### Met1 routing, run 1

Drawn at 3 px/µm.
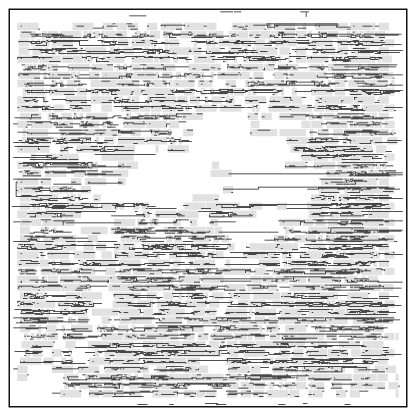
### The metal 2 layer, run 1

Drawn at 4 px/µm.
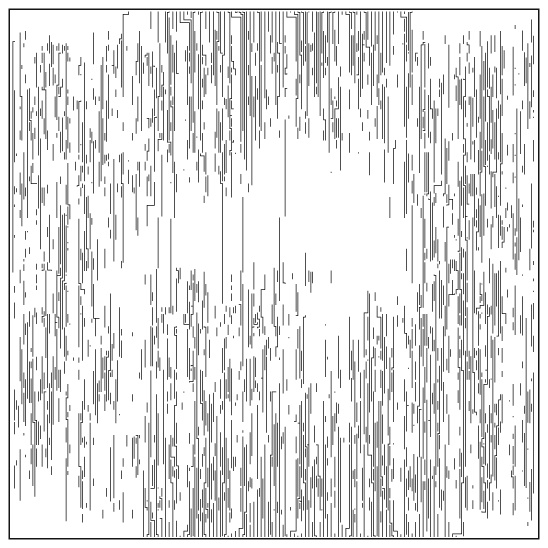
### Metal 3, run 1

Drawn at 2 px/µm.
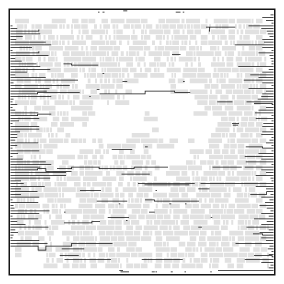
$ cat src/rtl/sram_axi_bridge.sv
// Bridges the core's SRAM-like inst (read-only) and data (read/write) ports onto one AXI3 master.
// Optional: define SRAM_AXI_BRIDGE_RR_ARB_EN for round-robin AR arbitration instead of fixed data priority.
module sram_axi_bridge #(
   parameter logic [3:0] INST_ARID = 4'd0,
   parameter logic [3:0] DATA_ARID = 4'd1
) (
   input  logic        clock,
   input  logic        reset,
   input  logic        inst_req,
   input  logic [31:0] inst_addr,
   output logic        inst_addr_ok,
   output logic        inst_data_ok,
   output logic [31:0] inst_rdata,
   input  logic        data_req,
   input  logic [70:0] data_cmd,
   output logic        data_addr_ok,
   output logic        data_data_ok,
   output logic [31:0] data_rdata,
   output logic [38:0] axi_ar,
   output logic        axi_arvalid,
   input  logic        axi_arready,
   input  logic [35:0] axi_r,
   input  logic        axi_rvalid,
   output logic        axi_rready,
   output logic [34:0] axi_aw,
   output logic        axi_awvalid,
   input  logic        axi_awready,
   output logic [35:0] axi_w,
   output logic        axi_wvalid,
   input  logic        axi_wready,
   input  logic        axi_bvalid,
   output logic        axi_bready
);

   typedef enum logic [1:0] {
      I_IDLE  = 2'd0,
      I_ISSUE = 2'd1,
      I_WAIT  = 2'd2
   } inst_state_t;

   typedef enum logic [2:0] {
      D_IDLE     = 3'd0,
      D_RD_ISSUE = 3'd1,
      D_RD_WAIT  = 3'd2,
      D_WR_ISSUE = 3'd3,
      D_WR_WAIT  = 3'd4
   } data_state_t;

   inst_state_t r_inst_state;
   inst_state_t w_inst_state_nxt;
   data_state_t r_data_state;
   data_state_t w_data_state_nxt;

   logic        r_inst_data_ok;
   logic [31:0] r_inst_rdata;
   logic        r_data_data_ok;
   logic [31:0] r_data_rdata;
   logic [38:0] r_axi_ar;
   logic        r_arvalid;
   logic [34:0] r_axi_aw;
   logic        r_awvalid;
   logic [35:0] r_axi_w;
   logic        r_wvalid;
   logic        r_rready;
   logic        r_bready;

   logic        w_cmd_wr;
   logic [1:0]  w_cmd_size;
   logic [31:0] w_cmd_addr;
   logic [3:0]  w_cmd_wstrb;
   logic [31:0] w_cmd_wdata;
   logic [3:0]  w_rid;
   logic [31:0] w_r_data;

   logic        w_ar_busy;
   logic        w_data_free;
   logic        w_inst_rd_cand;
   logic        w_data_rd_cand;
   logic        w_inst_rd_grant;
   logic        w_data_rd_grant;
   logic        w_data_wr_grant;
   logic        w_inst_r_hit;
   logic        w_data_r_hit;
   logic        w_data_b_hit;
   logic        w_aw_done;
   logic        w_w_done;

`ifdef SRAM_AXI_BRIDGE_RR_ARB_EN
   logic        r_last_data;
`endif

   assign w_cmd_wr    = data_cmd[70];
   assign w_cmd_size  = data_cmd[69:68];
   assign w_cmd_addr  = data_cmd[67:36];
   assign w_cmd_wstrb = data_cmd[35:32];
   assign w_cmd_wdata = data_cmd[31:0];
   assign w_rid       = axi_r[35:32];
   assign w_r_data    = axi_r[31:0];

   assign w_inst_r_hit = axi_rvalid && r_rready && (r_inst_state == I_WAIT) && (w_rid == INST_ARID);
   assign w_data_r_hit = axi_rvalid && r_rready && (r_data_state == D_RD_WAIT) && (w_rid == DATA_ARID);
   assign w_data_b_hit = axi_bvalid && r_bready && (r_data_state == D_WR_WAIT);
   assign w_aw_done    = !r_awvalid || axi_awready;
   assign w_w_done     = !r_wvalid || axi_wready;

   // Arbitration and addr_ok generation; a slot pulsing data_ok is not yet free to latch
   always_comb begin
      w_ar_busy       = (r_inst_state == I_ISSUE) || (r_data_state == D_RD_ISSUE);
      w_data_free     = (r_data_state == D_IDLE) && !r_data_data_ok && !reset;
      w_inst_rd_cand  = inst_req && (r_inst_state == I_IDLE) && !r_inst_data_ok && !w_ar_busy && !reset;
      w_data_rd_cand  = data_req && !w_cmd_wr && w_data_free && !w_ar_busy;
      w_data_wr_grant = data_req && w_cmd_wr && w_data_free;
`ifdef SRAM_AXI_BRIDGE_RR_ARB_EN
      if (w_inst_rd_cand && w_data_rd_cand) begin
         w_data_rd_grant = !r_last_data;
         w_inst_rd_grant = r_last_data;
      end else begin
         w_data_rd_grant = w_data_rd_cand;
         w_inst_rd_grant = w_inst_rd_cand;
      end
`else
      w_data_rd_grant = w_data_rd_cand;
      w_inst_rd_grant = w_inst_rd_cand && !w_data_rd_cand;
`endif
      inst_addr_ok = w_inst_rd_grant;
      data_addr_ok = w_data_rd_grant || w_data_wr_grant;
   end

   // Slot state registers
   always_ff @(posedge clock) begin
      if (reset) begin
         r_inst_state <= I_IDLE;
         r_data_state <= D_IDLE;
      end else begin
         r_inst_state <= w_inst_state_nxt;
         r_data_state <= w_data_state_nxt;
      end
   end

   // Inst slot next state
   always_comb begin
      w_inst_state_nxt = r_inst_state;
      case (r_inst_state)
         I_IDLE: begin
            if (w_inst_rd_grant) w_inst_state_nxt = I_ISSUE;
            else                 w_inst_state_nxt = I_IDLE;
         end
         I_ISSUE: begin
            if (axi_arready) w_inst_state_nxt = I_WAIT;
            else             w_inst_state_nxt = I_ISSUE;
         end
         I_WAIT: begin
            if (w_inst_r_hit) w_inst_state_nxt = I_IDLE;
            else              w_inst_state_nxt = I_WAIT;
         end
         default: w_inst_state_nxt = I_IDLE;
      endcase
   end

   // Data slot next state; a write leaves ISSUE only after both AW and W have handshaken
   always_comb begin
      w_data_state_nxt = r_data_state;
      case (r_data_state)
         D_IDLE: begin
            if (w_data_rd_grant)      w_data_state_nxt = D_RD_ISSUE;
            else if (w_data_wr_grant) w_data_state_nxt = D_WR_ISSUE;
            else                      w_data_state_nxt = D_IDLE;
         end
         D_RD_ISSUE: begin
            if (axi_arready) w_data_state_nxt = D_RD_WAIT;
            else             w_data_state_nxt = D_RD_ISSUE;
         end
         D_RD_WAIT: begin
            if (w_data_r_hit) w_data_state_nxt = D_IDLE;
            else              w_data_state_nxt = D_RD_WAIT;
         end
         D_WR_ISSUE: begin
            if (w_aw_done && w_w_done) w_data_state_nxt = D_WR_WAIT;
            else                       w_data_state_nxt = D_WR_ISSUE;
         end
         D_WR_WAIT: begin
            if (w_data_b_hit) w_data_state_nxt = D_IDLE;
            else              w_data_state_nxt = D_WR_WAIT;
         end
         default: w_data_state_nxt = D_IDLE;
      endcase
   end

   // AR channel: payload captured at grant and held until the handshake
   always_ff @(posedge clock) begin
      if (reset) begin
         r_axi_ar  <= 39'd0;
         r_arvalid <= 1'b0;
      end else if (w_inst_rd_grant) begin
         r_axi_ar  <= {INST_ARID, inst_addr, 3'd2};
         r_arvalid <= 1'b1;
      end else if (w_data_rd_grant) begin
         r_axi_ar  <= {DATA_ARID, w_cmd_addr, {1'b0, w_cmd_size}};
         r_arvalid <= 1'b1;
      end else if (r_arvalid && axi_arready) begin
         r_arvalid <= 1'b0;
      end else begin
         r_arvalid <= r_arvalid;
      end
   end

   // AW and W channels: raised together, each dropped by its own handshake
   always_ff @(posedge clock) begin
      if (reset) begin
         r_axi_aw  <= 35'd0;
         r_axi_w   <= 36'd0;
         r_awvalid <= 1'b0;
         r_wvalid  <= 1'b0;
      end else if (w_data_wr_grant) begin
         r_axi_aw  <= {w_cmd_addr, {1'b0, w_cmd_size}};
         r_axi_w   <= {w_cmd_wdata, w_cmd_wstrb};
         r_awvalid <= 1'b1;
         r_wvalid  <= 1'b1;
      end else begin
         if (r_awvalid && axi_awready) r_awvalid <= 1'b0;
         else                          r_awvalid <= r_awvalid;
         if (r_wvalid && axi_wready) r_wvalid <= 1'b0;
         else                        r_wvalid <= r_wvalid;
      end
   end

   // Response capture: data_ok and rdata are presented one cycle after the beat
   always_ff @(posedge clock) begin
      if (reset) begin
         r_inst_data_ok <= 1'b0;
         r_inst_rdata   <= 32'd0;
         r_data_data_ok <= 1'b0;
         r_data_rdata   <= 32'd0;
      end else begin
         r_inst_data_ok <= w_inst_r_hit;
         if (w_inst_r_hit) r_inst_rdata <= w_r_data;
         else              r_inst_rdata <= r_inst_rdata;
         r_data_data_ok <= w_data_r_hit || w_data_b_hit;
         if (w_data_r_hit) r_data_rdata <= w_r_data;
         else              r_data_rdata <= r_data_rdata;
      end
   end

   // R and B are always accepted once out of reset; beats for idle slots are dropped
   always_ff @(posedge clock) begin
      if (reset) begin
         r_rready <= 1'b0;
         r_bready <= 1'b0;
      end else begin
         r_rready <= 1'b1;
         r_bready <= 1'b1;
      end
   end

`ifdef SRAM_AXI_BRIDGE_RR_ARB_EN
   // Remembers which port took the last AR grant
   always_ff @(posedge clock) begin
      if (reset) begin
         r_last_data <= 1'b0;
      end else if (w_data_rd_grant) begin
         r_last_data <= 1'b1;
      end else if (w_inst_rd_grant) begin
         r_last_data <= 1'b0;
      end else begin
         r_last_data <= r_last_data;
      end
   end
`endif

   assign inst_data_ok = r_inst_data_ok;
   assign inst_rdata   = r_inst_rdata;
   assign data_data_ok = r_data_data_ok;
   assign data_rdata   = r_data_rdata;
   assign axi_ar       = r_axi_ar;
   assign axi_arvalid  = r_arvalid;
   assign axi_rready   = r_rready;
   assign axi_aw       = r_axi_aw;
   assign axi_awvalid  = r_awvalid;
   assign axi_w        = r_axi_w;
   assign axi_wvalid   = r_wvalid;
   assign axi_bready   = r_bready;

endmodule
$ cat config.mk
export PLATFORM = sky130hd
export DESIGN_NAME = sram_axi_bridge
export DESIGN_NICKNAME = d
export VERILOG_FILES = /design/src/rtl/sram_axi_bridge.sv
export SDC_FILE = /design/constraint.sdc
export NUM_CORES = 1
export LEC_CHECK = 0
export CAP_MARGIN = 20
export CORE_MARGIN = 2
export CORE_UTILIZATION = 45
export CTS_CLUSTER_DIAMETER = 40
export DETAILED_ROUTE_END_ITERATION = 10
export PLACE_DENSITY = 0.84
export SYNTH_ARGS = -nofsm -noshare
export SYNTH_HDL_FRONTEND = slang
export SYNTH_SLANG_ARGS = --single-unit
$ cat constraint.sdc
create_clock -name clock -period 3.05 [get_ports clock]
set_clock_uncertainty 0.15 [all_clocks]
set_input_delay 0.7625 -clock clock [delete_from_list [all_inputs] [get_ports clock]]
set_output_delay 0.7625 -clock clock [all_outputs]
set_load 0.005 [all_outputs]
==> results_dict.tcl, run 1 <==
# place-and-route summary
set metrics [dict create \
    fin_setup_tns_ns 0 \
    power_frac_seq_pct 45.6 \
    crit_path_max_fanout 2 \
    post-route-drc-count 0 \
    grt_first_pass_wirelength_mm 35.1 \
    drt_iter0_drc 322 \
    n_antenna_cell 0 \
    maxPowerGroup "registers" \
    max-vdd-ir-drop_mv 0.356 \
    crit_arrival_ns 2.09 \
    enable_flop_cells 0 \
    detailed_place.area_um2 10700 \
    place.detailed.hpwl_mm 16.0 \
    clock_sink_count 180 \
    htreeDepth 4 \
    routed_length_per_placed_instance_um 16.7 \
    synthDistinctLibCells 44 \
    postSynth.topFlopCell "dfxtp_1" \
    timing.final.setup_violations 0 \
    grt_pass1_vias 6558 \
    io_buffer_count 325 \
    synth.top_cell.area_share_pct 48.9 \
    ys_seq_share_pct 48.9 \
    final_hold_viol_count 0 \
    finalMaxSlewViolations 0 \
    grt_antenna_before_repair 0 \
    cts_hold_buffers 0 \
    critPathCaptureType "output pin" \
    cp_data_required_time_ns 2.14 \
    min-delay-path-class "register to register" \
    synth-seq-cells 180 \
    synth-async-reset-ratio_pct 0 \
    drtPass1Iterations 4 \
    run_status "completed" \
    comb_cell_power_w 0.000821 \
    fin_crit_sh_pct 98.5 \
    gp_routability_congestion 0.802 \
    startpoint_type "primary input" \
    placed_cells 1313 \
    tritoncts "yes" \
    maximum_number_of_pins_on_one_net_before_global_route_repair 73 \
    cellPowerDensity_nw_per_um2 487 \
    avgViaCountPerCell 5.08 \
    netSwitchingPower_w 0.00141 \
    leak_pwr_nw 3.99 \
]
Back to the opening pictures, 'Met1 routing':
The layer holds 40% of the routed length. The layer carries 8970 µm of wire. The longest straight run is 46.5 µm. 1120 nets have wire on it.
vias post-DR: 6835
met1 capacity usage during global routing: 29.7%
final WL: 22.5 mm

Back to the opening pictures, 'The metal 2 layer':
1082 nets have wire on it. The wires run mostly vertical. The layer carries 11000 µm of wire. The layer holds 49% of the routed length.
global routing met2 resource utilization: 42.5%

Back to the opening pictures, 'Metal 3':
201 nets have wire on it. The layer carries 1920 µm of wire. The wires run mostly horizontal. The layer holds 8.6% of the routed length.
routing usage on met3: 8.96%

[run 1: flip-flops by register name, indices dropped and copies added, names as in the netlist]
register and flops:
axi_w 36, axi_ar 35, axi_aw 34, data_rdata 32, inst_rdata 32, r_data_state 3
r_inst_state 2, axi_arvalid 1, axi_awvalid 1, axi_bready 1, axi_wvalid 1, data_data_ok 1
inst_data_ok 1
[run 1: cells by family (layout without fill, tap and decap cells)]
group           Yosys count  count (layout)  share of synthesized area, %
buf+inv                  76             384                          6.23
simple gates            337             337                          22.7
mux                      32              32                          4.34
other cells               1               5                        0.0509
compound gates          192             192                          17.8
flops                   180             180                          48.9
[run 1: layer usage]
metal  global-route usage (%)  vias up  wire (µm)
met3                     8.96       40       1920
met5                        0        -          0
met4                     8.82        0        558
li1                         -     3331          -
met1                     29.7     3211       8970
met2                     42.5      253      11000
[run 1: cell type report]
class,count,area [µm²],area share (%)
clock buffer,18,439,3.89
clock inverter,14,144,1.28
inverter,3,11.3,0.0998
multi-input combinational,566,3350,29.7
sequential,180,3600,31.9
tap,216,270,2.39
timing repair buffer,349,3460,30.7
[run 1: tightest hold or removal path, delay by kind of cell, from the launching register on]
family | cells | cell delay (ns)
flops | 1 | 0.31
buf+inv | 1 | 0.05
compound gates | 1 | 0.05
[run 1: stage by stage]
stage / hold WS [ns] / power (W) / utilization [%]
after floorplan: 0.289 / 0.00293 / -
after global placement: 0.283 / 0.00336 / 67.0
after detailed placement: 0.288 / 0.00338 / 67.0
after CTS: 0.297 / 0.00554 / 70.7
after global routing: 0.319 / 0.00570 / 70.8
final: 0.299 / 0.00550 / 70.8
[run 1: timing repair]
item,in CTS,in global routing
cloned,0,0
pin swaps,1,0
endpoints found under the setup margin,2,1
setup buffers,1,0
resized,8,4
[run 1: path summary, 6_finish.rpt]
path                                            startpoint                endpoint  slack, ns  cells past startpoint
worst max-delay path                              inst_req            inst_addr_ok       0.05                      4
worst min-delay path                axi_ar[1]$_SDFFE_PP0P_  axi_ar[1]$_SDFFE_PP0P_       0.30                      2
worst max register to register  r_data_state[0]$_SDFF_PP0_  axi_w[13]$_SDFFE_PP0P_       0.87                      6
worst min register to register      axi_ar[1]$_SDFFE_PP0P_  axi_ar[1]$_SDFFE_PP0P_       0.30                      2
[run 1: placed cells by master, fill, tap and decap left out, types with 3 or more instances in the layout]
| master | netlist | layout |
|---|---|---|
| inv_1 | 3 | 3 |
| clkinv_4 | 0 | 3 |
| nand4_1 | 3 | 3 |
| inv_8 | 0 | 3 |
| clkdlybuf4s50_1 | 0 | 321 |
| clkinvlp_4 | 0 | 3 |
| a21oi_1 | 143 | 143 |
| inv_6 | 0 | 3 |
| nor3b_2 | 29 | 29 |
| mux2i_1 | 32 | 32 |
| clkbuf_16 | 0 | 17 |
| buf_12 | 3 | 3 |
| nand2_1 | 273 | 272 |
| a211oi_1 | 6 | 6 |
| buf_4 | 8 | 21 |
| o2bb2ai_1 | 3 | 3 |
| dfxtp_1 | 180 | 180 |
| nand2b_1 | 4 | 4 |
| nor3b_1 | 5 | 5 |
| conb_1 | 1 | 5 |
| nor2_1 | 4 | 4 |
| o2bb2ai_2 | 29 | 29 |
==> inputs of run 2 (changes only) <==
Settings changed: GPL_TIMING_DRIVEN set to 0.
### Met1 routing, run 2

Drawn at 3 px/µm.
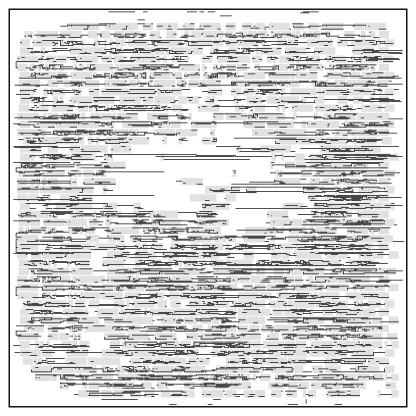
The layer holds 40% of the routed length. The wires run mostly horizontal. 1183 nets have wire on it. The layer carries 9780 µm of wire. The longest straight run is 35.2 µm.
met1 capacity usage during global routing: 32.0%
final WL: 24.5 mm
vias post-DR: 7126

### Track usage over the die, run 2

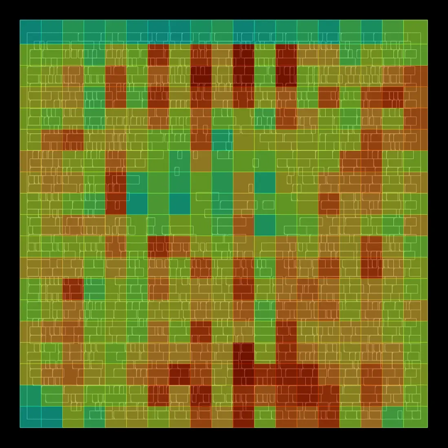
routing usage on met3: 8.34%
global routing met2 resource utilization: 46.5%
most crowded layer after global routing: met2
routed length per placed instance: 17.5 µm

==> run 2 against run 1 <==
  * Total power rose by 0.32%
  * Cell area rose by 2.6%
  * Wire length rose by 9.0%
  * Non-clock buffer count rose by 56
  * Setup slack improved by 0.039 ns
  * Count of clock-buffer cells in the layout did not move
  * Sequential share of layout area fell by 0.81 points
  * Critical path type unchanged
  * Largest power group unchanged
==> results_dict.tcl, run 2 <==
# place-and-route summary
set metrics [dict create \
    min-delay-path-class "register to register" \
    rrSetupSlack_ns 0.99 \
    finalMaxSlewViolations 0 \
    cp_num_cells 5 \
    run_status "completed" \
    post-route-drc-count 0 \
    place.detailed.hpwl_mm 18.5 \
    aoi_share_pct 17.8 \
    top_layout_cells "clkdlybuf4s50_1 (320), nand2_1 (272), dfxtp_1 (180), a21oi_1 (143), mux2i_1 (32)" \
    crit_path_max_fanout 6 \
    startpoint_type "primary input" \
    ys_seq_share_pct 48.9 \
    fin_crit_sh_pct 97.2 \
    grt_antenna_before_repair 1 \
    maximum_number_of_pins_on_one_net_before_global_route_repair 19 \
    grt_pass1_vias 7061 \
    final_util_pct 72.6 \
    drtPass1Iterations 5 \
    tritoncts "yes" \
    worst-r2r-cell-count 7 \
    final_hold_viol_count 0 \
    post_synth_mux_area_share_pct 4.34 \
    combGateArea_um2 3360 \
    enable_flop_cells 0 \
    seqCellArea_um2 3600 \
    fin_setup_tns_ns 0 \
    placed_cells 1363 \
    reg2reg_to "axi_ar[30]$_SDFFE_PP0P_" \
    crit_arrival_ns 2.05 \
    layout_top_cell_excl_fill_tap "clkdlybuf4s50_1" \
    cp_data_required_time_ns 2.14 \
    hold_ws_ns 0.302 \
    critPathCaptureType "output pin" \
    postSynth.topFlopCell "dfxtp_1" \
    synth.top_cell.area_share_pct 48.9 \
    max-vdd-ir-drop_mv 0.367 \
    largest_register_ff_count 36 \
    clock_sink_count 180 \
    cellPowerDensity_nw_per_um2 476 \
    drt_iter0_drc 320 \
    yosys.area_share.simple_pct 22.7 \
    leak_pwr_nw 4.17 \
    logic_family "simple AND/OR/NAND/NOR gates" \
    worstReg2RegStart "r_inst_state[1]$_SDFF_PP0_" \
    avgViaCountPerCell 5.08 \
    htreeDepth 4 \
    ys_sh_adder_pct 0 \
]
## run 2: worst min-delay path by stage
stage                                        to                   startpoint  slack, ns  cells past startpoint
floorplan                axi_ar[1]$_SDFFE_PP0P_       axi_ar[1]$_SDFFE_PP0P_       0.29                      2
detailed placement       axi_ar[1]$_SDFFE_PP0P_       axi_ar[1]$_SDFFE_PP0P_       0.29                      2
global placement         axi_ar[1]$_SDFFE_PP0P_       axi_ar[1]$_SDFFE_PP0P_       0.28                      2
finish               inst_rdata[2]$_SDFFE_PP0P_   inst_rdata[2]$_SDFFE_PP0P_       0.30                      2
CTS                      axi_ar[1]$_SDFFE_PP0P_       axi_ar[1]$_SDFFE_PP0P_       0.30                      2
global route        data_rdata[29]$_SDFFE_PP0P_  data_rdata[29]$_SDFFE_PP0P_       0.32                      2
## run 2: logic make-up (layout without fill, tap and decap cells)
group / after synthesis / after routing
muxes: 32 / 32
and+or+nand+nor: 337 / 337
buffers and inverters: 76 / 440
other: 1 / 6
AOI/OAI and AO/OA: 192 / 192
DFF: 180 / 180
## run 2: metrics by stage
step,instance area (µm²),total power [W],worst slack [ns]
2_1_floorplan,7390,0.00293,0.455
3_3_place_gp,10900,0.00341,-1.11
3_5_place_dp,10900,0.00343,-1.17
4_1_cts,11500,0.00554,-0.0178
5_1_grt,11600,0.00569,0.00824
6_report,11600,0.00551,0.0862
## run 2: worst min-delay path: cells and delay by family, from the launching register on
kind,cells,cell delay (ns)
simple gates,1,0.05
compound gates,1,0.05
flops,1,0.31
## run 2: report_power, final
group	switching, W	internal, W
Clock	0.000960	0.00115
Combinational	0.000384	0.000513
Sequential	0.0000611	0.00244
## run 2: what timing repair did
action,in CTS,in global routing
setup endpoints to repair,2,1
cloned,0,0
buffers inserted,5,4
gates resized,18,2
pin swaps,3,1
## run 2: cell type report
| cell class | count | share of cell area (%) |
|---|---|---|
| diodes | 1 | 0.0216 |
| plain buffers | 71 | 3.87 |
| clock buffers | 18 | 3.79 |
| clock inverters | 14 | 1.09 |
| inverters | 3 | 0.0973 |
| multi-input cells | 566 | 29.0 |
| flip-flops and latches | 180 | 31.1 |
| well taps | 216 | 2.33 |
| repair buffers | 334 | 28.7 |
## run 2: per-layer routing
metal | track usage, % | share of wire (%)
met1 | 32.0 | 40
met2 | 46.5 | 49
met3 | 8.34 | 8.1
met4 | 11.6 | 3.2
met5 | 0 | 0
No activity file was given, so power comes from the tool's default toggle rates.
